`config.mk`:
```
export PLATFORM = sky130hd
export DESIGN_NAME = sd_spi_response_tx
export DESIGN_NICKNAME = d
export VERILOG_FILES = /design/src/rtl/sd_spi_response_tx.sv
export SDC_FILE = /design/constraint.sdc
export NUM_CORES = 1
export LEC_CHECK = 0
export CAP_MARGIN = 20
export CORE_MARGIN = 2
export CORE_UTILIZATION = 45
export CTS_CLUSTER_DIAMETER = 30
export DETAILED_ROUTE_END_ITERATION = 10
export HOLD_SLACK_MARGIN = 0.1
export PLACE_DENSITY = 0.68
export REMOVE_ABC_BUFFERS = 1
export SLEW_MARGIN = 0
export SYNTH_ARGS = -nofsm -noshare
export SYNTH_HDL_FRONTEND = slang
export SYNTH_SLANG_ARGS = --single-unit
```
`constraint.sdc`:
```
create_clock -name clock -period 2.8 [get_ports clock]
set_input_delay 0.56 -clock clock [delete_from_list [all_inputs] [get_ports clock]]
set_output_delay 0.56 -clock clock [all_outputs]
set_load 0.02 [all_outputs]
```
`src/rtl/sd_spi_response_tx.sv`:
```
`default_nettype none
// +----------------------------------------------------------------------------+
// | Module      : sd_spi_response_tx                                           |
// | Description : SD SPI-mode response transmitter (NCR filler, R1..R7, busy)  |
// | Revision    : 1.0 - initial release                                        |
// +----------------------------------------------------------------------------+
module sd_spi_response_tx #(
  parameter int NCR_BYTES = 1,
  parameter int MAX_BYTES = 5
) (
  input  logic                   clock,
  input  logic                   reset,
  input  logic                   io_SPI_CLK,
  input  logic                   io_SPI_CS,
  output logic                   io_SPI_DO,
  input  logic                   io_Start,
  input  logic [2:0]             io_ResponseLength,
  input  logic [8*MAX_BYTES-1:0] io_ResponseData,
  input  logic                   io_Busy,
  output logic                   io_Ready,
  output logic                   io_Done,
  output logic [1:0]             io____state
);

  localparam int DATA_W = 8 * MAX_BYTES;
  localparam int CNT_W  = (MAX_BYTES > 8) ? $clog2(MAX_BYTES) : 3;
  localparam logic [CNT_W-1:0] c_ncr_last = CNT_W'(NCR_BYTES - 1);
  localparam logic [CNT_W-1:0] c_one      = CNT_W'(1);

  typedef enum logic [1:0] {
    S_IDLE = 2'd0,
    S_NCR  = 2'd1,
    S_RESP = 2'd2,
    S_BUSY = 2'd3
  } state_t;

  // Reset asserts asynchronously and releases on a clock edge.
  logic r_rst_meta;
  logic r_rst_n;

  always_ff @(posedge clock or negedge reset) begin
    if (!reset) begin
      r_rst_meta <= 1'b0;
      r_rst_n    <= 1'b0;
    end else begin
      r_rst_meta <= 1'b1;
      r_rst_n    <= r_rst_meta;
    end
  end

  state_t            r_state, w_state_d;
  logic              r_spi_clk_q;
  logic [6:0]        r_shift, w_shift_d;     // bits still to follow the one on DO
  logic [2:0]        r_bit_cnt, w_bit_cnt_d;
  logic [CNT_W-1:0]  r_byte_cnt, w_byte_cnt_d;
  logic [DATA_W-1:0] r_data, w_data_d;
  logic [CNT_W-1:0]  r_last_idx, w_last_d;
  logic              r_do, w_do_d;
  logic              r_done, w_done_d;

  logic              w_fall;
  logic [CNT_W-1:0]  w_next_idx;
  logic [7:0]        w_next_byte;
  logic [7:0]        w_first_byte;
  logic [CNT_W-1:0]  w_last_idx;

  assign w_fall       = r_spi_clk_q & ~io_SPI_CLK;
  assign w_next_idx   = r_byte_cnt + c_one;
  assign w_next_byte  = r_data[DATA_W-1-8*int'(w_next_idx) -: 8];
  assign w_first_byte = r_data[DATA_W-1 -: 8];

  // Length 0 behaves as 1; lengths beyond the buffer are clamped.
  always_comb begin
    w_last_idx = '0;
    if (io_ResponseLength == 3'd0)
      w_last_idx = '0;
    else if (int'(io_ResponseLength) > MAX_BYTES)
      w_last_idx = CNT_W'(MAX_BYTES - 1);
    else
      w_last_idx = CNT_W'(io_ResponseLength - 3'd1);
  end

  always_ff @(posedge clock or negedge r_rst_n) begin
    if (!r_rst_n) begin
      r_state     <= S_IDLE;
      r_spi_clk_q <= 1'b0;
      r_shift     <= '0;
      r_bit_cnt   <= '0;
      r_byte_cnt  <= '0;
      r_data      <= '0;
      r_last_idx  <= '0;
      r_do        <= 1'b1;
      r_done      <= 1'b0;
    end else begin
      r_state     <= w_state_d;
      r_spi_clk_q <= io_SPI_CLK;
      r_shift     <= w_shift_d;
      r_bit_cnt   <= w_bit_cnt_d;
      r_byte_cnt  <= w_byte_cnt_d;
      r_data      <= w_data_d;
      r_last_idx  <= w_last_d;
      r_do        <= w_do_d;
      r_done      <= w_done_d;
    end
  end

  always_comb begin
    w_state_d    = r_state;
    w_shift_d    = r_shift;
    w_bit_cnt_d  = r_bit_cnt;
    w_byte_cnt_d = r_byte_cnt;
    w_data_d     = r_data;
    w_last_d     = r_last_idx;
    w_do_d       = r_do;
    w_done_d     = 1'b0;

    case (r_state)
      S_IDLE: begin
        w_do_d = 1'b1;
        // A fall coinciding with an accepted Start is deliberately not counted.
        if (io_Start && !io_SPI_CS) begin
          w_data_d     = io_ResponseData;
          w_last_d     = w_last_idx;
          w_shift_d    = 7'h7F;
          w_bit_cnt_d  = 3'd7;
          w_byte_cnt_d = c_ncr_last;
          w_state_d    = S_NCR;
        end
      end
      default: begin
        if (io_SPI_CS) begin
          w_state_d = S_IDLE;
          w_do_d    = 1'b1;
        end else if (w_fall) begin
          if (r_bit_cnt != 3'd0) begin
            w_do_d      = r_shift[6];
            w_shift_d   = {r_shift[5:0], 1'b0};
            w_bit_cnt_d = r_bit_cnt - 3'd1;
          end else begin
            w_bit_cnt_d = 3'd7;
            case (r_state)
              S_NCR: begin
                if (r_byte_cnt != '0) begin
                  w_do_d       = 1'b1;
                  w_shift_d    = 7'h7F;
                  w_byte_cnt_d = r_byte_cnt - c_one;
                end else begin
                  w_state_d    = S_RESP;
                  w_do_d       = w_first_byte[7];
                  w_shift_d    = w_first_byte[6:0];
                  w_byte_cnt_d = '0;
                end
              end
              S_RESP: begin
                if (r_byte_cnt != r_last_idx) begin
                  w_do_d       = w_next_byte[7];
                  w_shift_d    = w_next_byte[6:0];
                  w_byte_cnt_d = w_next_idx;
                end else if (io_Busy) begin
                  w_state_d = S_BUSY;
                  w_do_d    = 1'b0;
                  w_shift_d = 7'h00;
                end else begin
                  w_state_d = S_IDLE;
                  w_do_d    = 1'b1;
                  w_done_d  = 1'b1;
                end
              end
              default: begin
                if (io_Busy) begin
                  w_do_d    = 1'b0;
                  w_shift_d = 7'h00;
                end else begin
                  w_state_d = S_IDLE;
                  w_do_d    = 1'b1;
                  w_done_d  = 1'b1;
                end
              end
            endcase
          end
        end
      end
    endcase
  end

  assign io_SPI_DO   = r_do;
  assign io_Ready    = (r_state == S_IDLE);
  assign io_Done     = r_done;
  assign io____state = r_state;

endmodule
`default_nettype wire
```
Clock distribution:
Scale bar: 20 um.
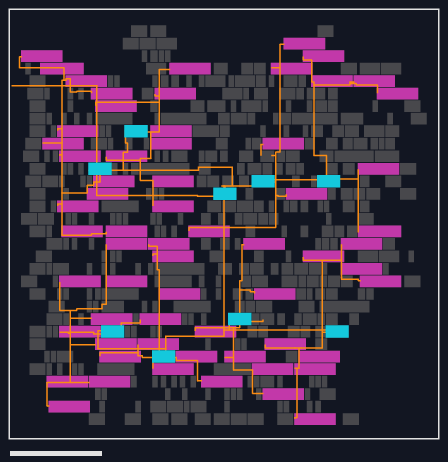
legend:
  flip-flops:
    color: magenta
    count: 63
  cells driving clock nets:
    color: cyan
    count: 9
  clock wires:
    color: orange
    length: 820 um
flops lie: spread over the die
routed clock nets: 10
share of total power in the clock network: 26.0%
Power Clock: 1.00 mW
clk ins delay skew pair: 0.34 ns

Placed cells, one color a class:
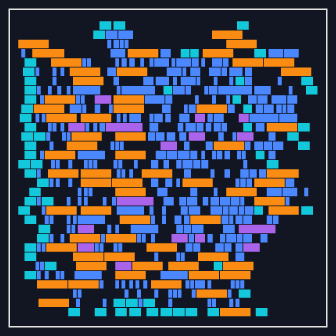
legend:
  flip-flops:
    color: orange
    cells: 63
  other buffers and delay cells:
    color: cyan
    cells: 63
  clock drivers and dummy loads:
    color: purple
    cells: 16
  all other logic:
    color: blue
    cells: 308
site row count: 32
post-layout utilization of the core: 57.81%
fraction of area in registers: 35.53%
Core Region: 7687 um^2

Sequential cells colored by netlist name:
Other sequential cells in the stronger gray, the rest of the logic in the fainter gray.
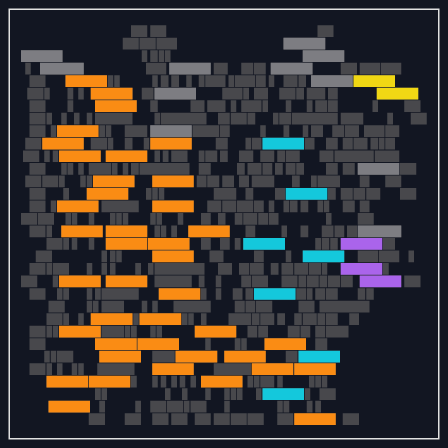
legend:
  io____state:
    color: yellow
    placed_flops: 2
  r_shift:
    color: cyan
    placed_flops: 7
  r_data:
    color: orange
    placed_flops: 40
  r_bit_cnt:
    color: purple
    placed_flops: 3
flip-flop and latch power: 1.52 mW
area used by sequential logic in the layout: 1579 um^2

==> qor.tcl <==
set qor(dr_wl_met3_um) 431
set qor(layout-area-overhead-vs-synth_pct) 24.76
set qor(yosys-dominant-comb-family) {simple AND/OR/NAND/NOR gates}
set qor(fp.dieArea_um2) 8643
set qor(comb_share_pct) 40.99
set qor(design_power_total_mw) 3.845
set qor(fin_crit_sh_pct) 88.98
set qor(yosys-stat-area_um2) 3562
set qor(clock_cell_area_share_pct) 5.715
set qor(critical_path.endpoint) {io_Ready}
set qor(count_of_inverters_other_than_clock_inverters_in_the_layout) 15
set qor(flop_cell) {sky130_fd_sc_hd__dfrtp_1}
set qor(antenna_violations_before_repair) 0
set qor(groute.layer.met3.usage_pct) 5.238
set qor(number_of_cell_instances_on_the_worst_register_to_register_path) 6
set qor(cell_area_after_layout_um2) 4444
set qor(xor_share_pct) 1.264
set qor(worstSetupPathType) {flip-flop to output pin}
set qor(lay_top_count) {sky130_fd_sc_hd__nand2_1}
set qor(num_io_pins) 54
set qor(num_vias) 2978
set qor(final_cell_mix) {sky130_fd_sc_hd__nand2_1 (132), sky130_fd_sc_hd__dfrtp_1 (61), sky130_fd_sc_hd__clkdlybuf4s50_1 (53)}
set qor(rsz0062_at_grt) {false}
set qor(grt_first_pass_wirelength_mm) 14.23
set qor(clk_pin_slew_ns) 0.07
set qor(worst_reg2reg_startpoint) {io____state[0]}
set qor(cts_tree) {built}
set qor(cp.depth) 3
set qor(timing.critical_path.slowest_cell_delay_ns) 0.66
set qor(synth_top_cell_by_count) {sky130_fd_sc_hd__nand2_1}
set qor(ctsLongestPathBuffers) 2
set qor(combGateArea_um2) 1822
set qor(power_leakage_nw) 2.029
set qor(status) {complete, no violations}
set qor(area_share_nonclk_buffers_pct) 13.63
set qor(drv_cap) 0
set qor(postSynthAreaPerCell_um2) 9.018
set qor(num-clock-buffers) 10
set qor(p_per_area_nw_per_um2) 865.1
set qor(n_tap_cell) 102
set qor(post_synth_ao_oa_area_fraction_pct) 16.09
set qor(setup_total_negative_slack_ns) 0
set qor(finalCriticalPeriod_ns) 2.491
set qor(place_ws_ns) 0.2611
set qor(pin_count_of_the_biggest_net_entering_global_routing) 45
set qor(synth.lib_cells_used.distinct) 56
set qor(cp_max_fo) 15
set qor(power-top-group) {sequential cells}
set qor(die-width_um) 92.97
set qor(cpLargestDelayFamily) {buffers and inverters}
set qor(ys_top_cells_by_area) {sky130_fd_sc_hd__dfrtp_1 (44%), sky130_fd_sc_hd__nand2_1 (14%), sky130_fd_sc_hd__mux4_2 (4.4%), sky130_fd_sc_hd__ha_1 (4.2%), sky130_fd_sc_hd__o21ai_0 (3.1%)}
set qor(fillerInstances) 691
set qor(power.share.combinational_pct) 34.5
set qor(drt.antenna.violating_nets) 0
set qor(clock_sinks) 63
set qor(edf_count) 0
set qor(portBuffers) 53
set qor(cts.repair.resized) 0
set qor(wl_met1_mm) 3.866
set qor(final_layout_size_suffix_gt1_share_pct) 10.00
set qor(hold_slack_ns) 0.3396
Power is estimated from default activity; no workload was simulated.
